<file path="config.mk">
export PLATFORM = sky130hd
export DESIGN_NAME = regfile_scoreboard_flat
export DESIGN_NICKNAME = d
export VERILOG_FILES = /design/src/rtl/regfile_pkg.sv /design/src/rtl/regfile_scoreboard_if.sv /design/src/rtl/rf_scoreboard.sv /design/src/rtl/regfile_scoreboard.sv /design/src/flat_wrapper.sv
export SDC_FILE = /design/constraint.sdc
export NUM_CORES = 2
export LEC_CHECK = 0
export ABC_CLOCK_PERIOD_IN_PS = 7700
export CORE_UTILIZATION = 34
export CTS_CLUSTER_DIAMETER = 100
export DETAILED_ROUTE_END_ITERATION = 7
export PLACE_DENSITY_LB_ADDON = 0.3
export SETUP_SLACK_MARGIN = 0.05
export SLEW_MARGIN = 20
export SYNTH_ARGS = -nofsm -noshare
export SYNTH_HDL_FRONTEND = slang
export SYNTH_HIERARCHICAL = 1
export SYNTH_SLANG_ARGS = --single-unit
export TNS_END_PERCENT = 1
</file>
<file path="constraint.sdc">
create_clock -name clock -period 7.7 [get_ports clock]
set_clock_uncertainty 0.1 [all_clocks]
set_input_delay 0.77 -clock clock [delete_from_list [all_inputs] [get_ports clock]]
set_output_delay 0.77 -clock clock [all_outputs]
set_load 0.005 [all_outputs]
</file>
<file path="src/rtl/regfile_pkg.sv">
// regfile_pkg: shared defaults and the byte-merge helper for the register file
package regfile_pkg;
   localparam int DEF_DATA_W = 32;
   localparam int DEF_ADDR_W = 5;
   localparam int DEF_NREAD = 2;
   localparam int NBYTES = DEF_DATA_W / 8;
   localparam int MAX_W = 256;
   localparam int MAX_NB = MAX_W / 8;
   function automatic logic [MAX_W-1:0] byte_merge(input logic [MAX_W-1:0] old_d,
                                                   input logic [MAX_W-1:0] new_d,
                                                   input logic [MAX_NB-1:0] be);
      byte_merge = old_d;
      for (int b = 0; b < MAX_NB; b++)
         if (be[b]) byte_merge[8*b +: 8] = new_d[8*b +: 8];
   endfunction
endpackage

</file>
<file path="src/rtl/regfile_scoreboard_if.sv">
// regfile_scoreboard_if: decode/writeback bus into the register file and scoreboard
interface regfile_scoreboard_if #(
   parameter int DATA_W = 32,
   parameter int ADDR_W = 5,
   parameter int NREAD = 2
);
   logic                     wr_en;
   logic [ADDR_W-1:0]        wr_addr;
   logic [DATA_W-1:0]        wr_data;
   logic [DATA_W/8-1:0]      wr_be;
   logic [NREAD*ADDR_W-1:0]  rd_addr;
   logic [NREAD*DATA_W-1:0]  rd_data;
   logic [NREAD-1:0]         rd_busy;
   logic                     iss_en;
   logic [ADDR_W-1:0]        iss_addr;
   logic                     iss_ok;
   logic                     flush;
   logic [2**ADDR_W-1:0]     busy_vec;
   logic [ADDR_W:0]          n_busy;
   modport master (
      output wr_en, wr_addr, wr_data, wr_be, rd_addr, iss_en, iss_addr, flush,
      input  rd_data, rd_busy, iss_ok, busy_vec, n_busy
   );
   modport slave (
      input  wr_en, wr_addr, wr_data, wr_be, rd_addr, iss_en, iss_addr, flush,
      output rd_data, rd_busy, iss_ok, busy_vec, n_busy
   );
endinterface

</file>
<file path="src/rtl/rf_scoreboard.sv">
// rf_scoreboard: per-register busy bits, issue acceptance and read-port hazard flags
module rf_scoreboard #(
   parameter int ADDR_W = 5,
   parameter int NREAD = 2,
   parameter int ZERO_REG = 1
) (
   input  logic                    clock,
   input  logic                    reset_n,
   input  logic                    iss_en,
   input  logic [ADDR_W-1:0]       iss_addr,
   input  logic                    wr_en,
   input  logic [ADDR_W-1:0]       wr_addr,
   input  logic                    flush,
   input  logic [NREAD*ADDR_W-1:0] rd_addr,
   output logic                    iss_ok,
   output logic [NREAD-1:0]        rd_busy,
   output logic [2**ADDR_W-1:0]    busy_vec,
   output logic [ADDR_W:0]         n_busy
);
   localparam int DEPTH = 2**ADDR_W;
   localparam bit ZR = ZERO_REG != 0;
   logic [DEPTH-1:0] nxt;
   logic [ADDR_W:0]  cnt;
   logic             iss_set;
   assign iss_ok = iss_en && !flush && (!busy_vec[iss_addr] || (wr_en && wr_addr == iss_addr));
   assign iss_set = iss_ok && !(ZR && iss_addr == '0);
   // next busy bits: writeback clears, an accepted issue overrides the clear, flush wipes everything
   always_comb begin
      nxt = busy_vec;
      if (wr_en) nxt[wr_addr] = 1'b0;
      if (iss_set) nxt[iss_addr] = 1'b1;
      if (flush) nxt = '0;
      cnt = '0;
      for (int i = 0; i < DEPTH; i++) cnt += (ADDR_W+1)'(nxt[i]);
   end
   // registered scoreboard with its population count kept in step
   always_ff @(posedge clock or negedge reset_n)
      if (!reset_n) begin
         busy_vec <= '0;
         n_busy <= '0;
      end else begin
         busy_vec <= nxt;
         n_busy <= cnt;
      end
   for (genvar k = 0; k < NREAD; k++) begin : g_busy
      logic [ADDR_W-1:0] a;
      assign a = rd_addr[k*ADDR_W +: ADDR_W];
      assign rd_busy[k] = busy_vec[a] && !(wr_en && wr_addr == a);
   end
endmodule

</file>
<file path="src/rtl/regfile_scoreboard.sv">
// regfile_scoreboard: byte-enable register file with write bypass, zero register and busy scoreboard
module regfile_scoreboard
   import regfile_pkg::*;
#(
   parameter int DATA_W = DEF_DATA_W,
   parameter int ADDR_W = DEF_ADDR_W,
   parameter int NREAD = DEF_NREAD,
   parameter int ZERO_REG = 1
) (
   input logic clock,
   input logic reset_n,
   regfile_scoreboard_if.slave bus
);
   localparam int DEPTH = 2**ADDR_W;
   localparam bit ZR = ZERO_REG != 0;
   logic [DATA_W-1:0] mem [DEPTH];
   logic [DATA_W-1:0] merged;
   logic              wr_take;
   assign merged = DATA_W'(byte_merge(MAX_W'(mem[bus.wr_addr]), MAX_W'(bus.wr_data), MAX_NB'(bus.wr_be)));
   assign wr_take = bus.wr_en && !(ZR && bus.wr_addr == '0);
   // storage array: byte-merged writeback, zero register never written
   always_ff @(posedge clock or negedge reset_n)
      if (!reset_n) begin
         for (int i = 0; i < DEPTH; i++) mem[i] <= '0;
      end else if (wr_take) begin
         mem[bus.wr_addr] <= merged;
      end
   for (genvar k = 0; k < NREAD; k++) begin : g_rd
      logic [ADDR_W-1:0] a;
      assign a = bus.rd_addr[k*ADDR_W +: ADDR_W];
      assign bus.rd_data[k*DATA_W +: DATA_W] = (ZR && a == '0) ? '0 :
                                               (bus.wr_en && bus.wr_addr == a) ? merged : mem[a];
   end
   rf_scoreboard #(
      .ADDR_W(ADDR_W),
      .NREAD(NREAD),
      .ZERO_REG(ZERO_REG)
   ) u_sb (
      .clock(clock),
      .reset_n(reset_n),
      .iss_en(bus.iss_en),
      .iss_addr(bus.iss_addr),
      .wr_en(bus.wr_en),
      .wr_addr(bus.wr_addr),
      .flush(bus.flush),
      .rd_addr(bus.rd_addr),
      .iss_ok(bus.iss_ok),
      .rd_busy(bus.rd_busy),
      .busy_vec(bus.busy_vec),
      .n_busy(bus.n_busy)
   );
endmodule

</file>
<file path="src/flat_wrapper.sv">
// flat-port wrapper written by rule: the top's interface ports become plain ports
module regfile_scoreboard_flat import regfile_pkg::*;
#(
   parameter int DATA_W = DEF_DATA_W,
   parameter int ADDR_W = DEF_ADDR_W,
   parameter int NREAD = DEF_NREAD,
   parameter int ZERO_REG = 1
)
  (clock, reset_n, bus_wr_en, bus_wr_addr, bus_wr_data, bus_wr_be, bus_rd_addr, bus_iss_en, bus_iss_addr, bus_flush, bus_rd_data, bus_rd_busy, bus_iss_ok, bus_busy_vec, bus_n_busy);
  regfile_scoreboard_if #(.DATA_W(DATA_W), .ADDR_W(ADDR_W), .NREAD(NREAD)) bus_i ();
  input logic clock;
  input logic reset_n;
  input wire logic [$bits(bus_i.wr_en)-1:0] bus_wr_en;
  input wire logic [$bits(bus_i.wr_addr)-1:0] bus_wr_addr;
  input wire logic [$bits(bus_i.wr_data)-1:0] bus_wr_data;
  input wire logic [$bits(bus_i.wr_be)-1:0] bus_wr_be;
  input wire logic [$bits(bus_i.rd_addr)-1:0] bus_rd_addr;
  input wire logic [$bits(bus_i.iss_en)-1:0] bus_iss_en;
  input wire logic [$bits(bus_i.iss_addr)-1:0] bus_iss_addr;
  input wire logic [$bits(bus_i.flush)-1:0] bus_flush;
  output wire logic [$bits(bus_i.rd_data)-1:0] bus_rd_data;
  output wire logic [$bits(bus_i.rd_busy)-1:0] bus_rd_busy;
  output wire logic [$bits(bus_i.iss_ok)-1:0] bus_iss_ok;
  output wire logic [$bits(bus_i.busy_vec)-1:0] bus_busy_vec;
  output wire logic [$bits(bus_i.n_busy)-1:0] bus_n_busy;
  assign bus_i.wr_en = bus_wr_en;
  assign bus_i.wr_addr = bus_wr_addr;
  assign bus_i.wr_data = bus_wr_data;
  assign bus_i.wr_be = bus_wr_be;
  assign bus_i.rd_addr = bus_rd_addr;
  assign bus_i.iss_en = bus_iss_en;
  assign bus_i.iss_addr = bus_iss_addr;
  assign bus_i.flush = bus_flush;
  assign bus_rd_data = bus_i.rd_data;
  assign bus_rd_busy = bus_i.rd_busy;
  assign bus_iss_ok = bus_i.iss_ok;
  assign bus_busy_vec = bus_i.busy_vec;
  assign bus_n_busy = bus_i.n_busy;
  regfile_scoreboard #(.DATA_W(DATA_W), .ADDR_W(ADDR_W), .NREAD(NREAD), .ZERO_REG(ZERO_REG)) u_core (.clock(clock), .reset_n(reset_n), .bus(bus_i));
endmodule
</file>
==> results_dict.tcl <==
# collected from the flow reports
set metrics [dict create \
    status "complete, no violations" \
    power_uw 17800 \
    crit_type "input pin to register" \
    drc_errors 0 \
    place_hpwl_mm 166 \
    drt-total-wl_mm 273 \
    cts_max_level 3 \
    hold_start "u_core/mem[1005]" \
    worst_slack_ns 0.580 \
    period_needed_ns 7.12 \
    rsz0062_at_grt "no" \
    fin_crit_sh_pct 92.5 \
    yosysWarnings 6 \
    grt_start_max_net_pins 166 \
    required_ns 8.27 \
    ys_types 80 \
    ys_seq_share_pct 40.4 \
    dr.pass1.iters 6 \
    cts_setup_buffers 0 \
    worst_setup_path_start_kind "input pin" \
    whs_endpoint "u_core/mem[1005]" \
    grtUsageTotal_pct 27.7 \
    ys.flops 1062 \
    drv_slew 0 \
    worstPathArrival_ns 7.69 \
    synthFlopType "dfrtp_1" \
    ant_nets 0 \
    antenna_found_initial 10 \
    avgRoutedWirePerCell_um 32.8 \
    final_nets 5811 \
    hold_depth 0 \
    reg2reg_to "u_core/u_sb/n_busy[4]" \
    num_vias 52900 \
    cp_num_cells 21 \
    gp_congestion 0.920 \
    die_area_um2 195000 \
    slew_headroom_pct 12.7 \
    hold_ws_ns 0.316 \
    clockBufferDepth 3 \
    io_pins 166 \
    grt_overflow 0 \
    p_per_area_nw_per_um2 243 \
    leakagePower_uw 0.0303 \
    max_freq_mhz 140 \
    edf_count 0 \
    lay_top_count "nand2_1" \
    reg2reg_setup_slack_ns 0.92 \
    routed_via_density 6.35 \
    ir_drop_v 0.000205 \
    worst_pin_slew_ns 1.31 \
    worst-path-buf-inv 5 \
    core_um2 191000 \
    final_cell_mix "1121 x nand2_1, 1062 x dfrtp_1, 732 x o21ai_0" \
    die_width_um 442 \
    warnings 47 \
    async_flop_share_pct 100 \
    endpoint_kind "register" \
    area_growth_pct 11.7 \
    yosysCellCount 5865 \
    pre_cts_ws_ns -0.151 \
    path_max_fanout 17 \
    cts_root_buf "clkbuf_16" \
]
[power breakdown]
part / internal (uW) / leakage, uW / switching (uW)
Combinational: 2170 / 0.0144 / 2180
Clock: 3400 / 0.00195 / 2480
Sequential: 6600 / 0.0139 / 1010
[cells by family after synthesis]
| kind of cell | after synthesis | synth area share [%] |
|---|---|---|
| fa+ha+maj | 31 | 0.864 |
| mux | 1018 | 29.3 |
| compound gates | 1585 | 14.4 |
| xor+xnor | 28 | 0.373 |
| simple gates | 1458 | 9.26 |
| flops | 1062 | 40.4 |
| buf+inv | 683 | 5.33 |
[sequential cells by signal, summed over array words and instances, names as in the netlist]
name	count
u_core/mem	1024
u_core/u_sb/busy_vec	32
u_core/u_sb/n_busy	6
[cell usage after synthesis, types with 17 or more instances]
cell / count / share of area, %
nand2_1: 1149 / 6.6
dfrtp_1: 1062 / 40
o21ai_0: 732 / 5.6
mux4_2: 724 / 25
clkbuf_1: 331 / 1.9
o21ai_1: 306 / 2.3
mux2i_1: 288 / 4.4
buf_2: 134 / 1.0
a21oi_1: 85 / 0.65
a22oi_1: 85 / 0.97
nor2_1: 72 / 0.41
buf_6: 65 / 1.1
nand3_1: 65 / 0.50
o21ai_2: 65 / 0.87
o22ai_1: 55 / 0.52
nor2b_1: 47 / 0.45
o211ai_1: 46 / 0.53
a221oi_1: 45 / 0.60
buf_4: 43 / 0.49
clkbuf_2: 35 / 0.27
inv_1: 34 / 0.19
buf_1: 31 / 0.18
o22ai_2: 25 / 0.48
fa_1: 24 / 0.73
o31ai_1: 24 / 0.27
a211oi_1: 22 / 0.25
nand3b_1: 22 / 0.25
nor3_1: 21 / 0.16
nand4_1: 17 / 0.16
[metal layers]
layer  part of all wire (%)  track usage (%)  vias to the layer above
li1                       -                -                    21800
met1                     38             35.9                    27000
met2                     44             41.2                     3352
met3                     10             6.33                      827
met4                    7.9             19.1                       12
met5                  0.030                0                        -
[cell type report]
cell class	count	area [um^2]	area share, %
multi-input cells	4120	36100	49.2
flip-flops and latches	1062	26600	36.2
repair buffers	379	3500	4.77
clock buffers	170	3460	4.72
well taps	2511	3140	4.28
clock inverters	43	467	0.636
inverters	39	146	0.199
diodes	6	15.0	0.0205
[metrics by stage]
| stage | utilization, % | instance area [um^2] |
|---|---|---|
| after floorplan | - | 65700 |
| after global placement | 36.3 | 69300 |
| after detailed placement | 36.3 | 69400 |
| after CTS | 38.4 | 73300 |
| after global routing | 38.4 | 73400 |
| final | 38.4 | 73400 |
[worst reg2reg max path: stages (launching register included)]
cell and delay, ns:
dfrtp_1 0.44, mux4_2 0.49, and4b_1 0.24, nor4_4 0.19, a31oi_2 0.40, buf_4 0.30
o31ai_1 0.39, fa_1 0.48, inv_1 0.09, fa_1 0.44, fa_1 0.46, fa_1 0.52
fa_1 0.43, fa_1 0.49, inv_1 0.04, ha_1 0.21, fa_1 0.46, a21o_1 0.20
a21oi_1 0.17, xnor2_1 0.14
[what timing repair did]
item / 4_1_cts / 5_1_grt
hold endpoints to repair: 74 / 0
gates resized: 0 / 0
hold buffers: 1 / 0
cell_classes.png
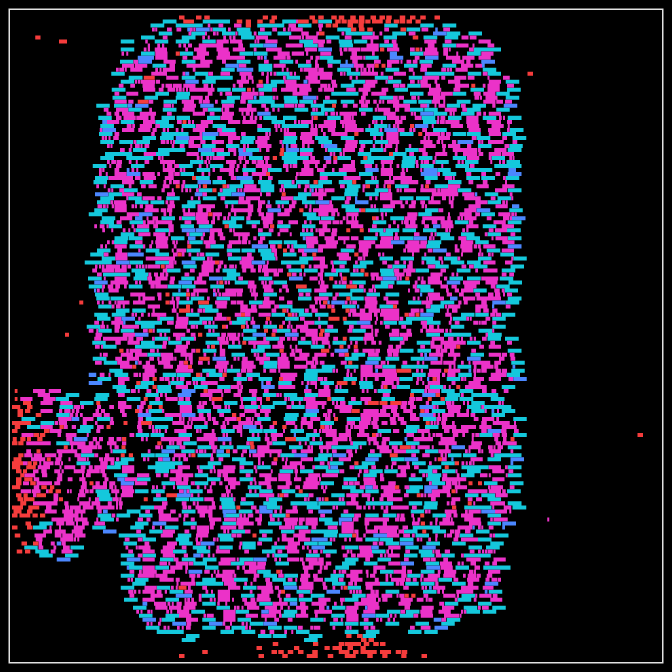
| color | class | cells | share of their area |
|---|---|---|---|
| red | other buffers and delay cells | 379 | 5.0% |
| blue | clock drivers and dummy loads | 213 | 5.6% |
| magenta | all other logic | 4159 | 52% |
| cyan | flip-flops | 1062 | 38% |

final_clocks.png
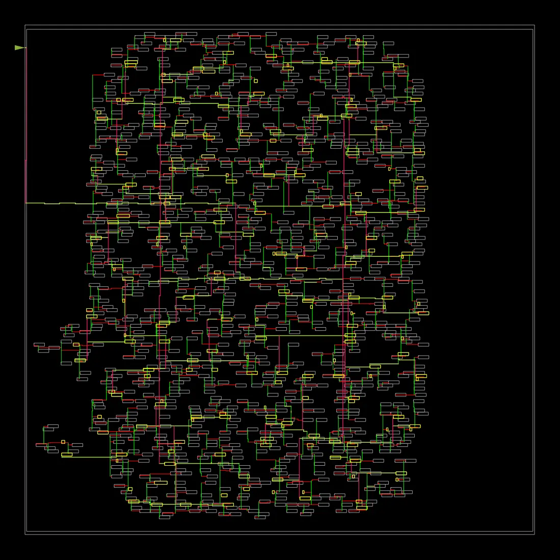
Late-Pin Clk Latency: 0.77 ns
CTS Buf Count: 117
# clk buffers: 170
clk sink count: 1062
clk pwr: 5880 uW

clock_map.png
The bar under the picture is 100 um long.
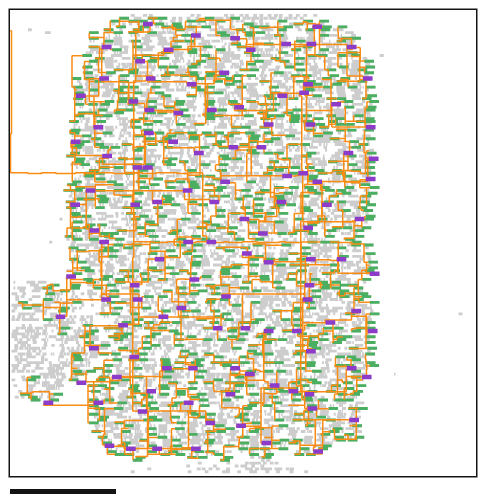
[green] flip-flops | count: 1062
[purple] cells driving clock nets | count: 117
[orange] clock wires | length: 15400 um
routed clock nets: 118
clock power share: 32.9%

Power and IR drop assume default switching activity.
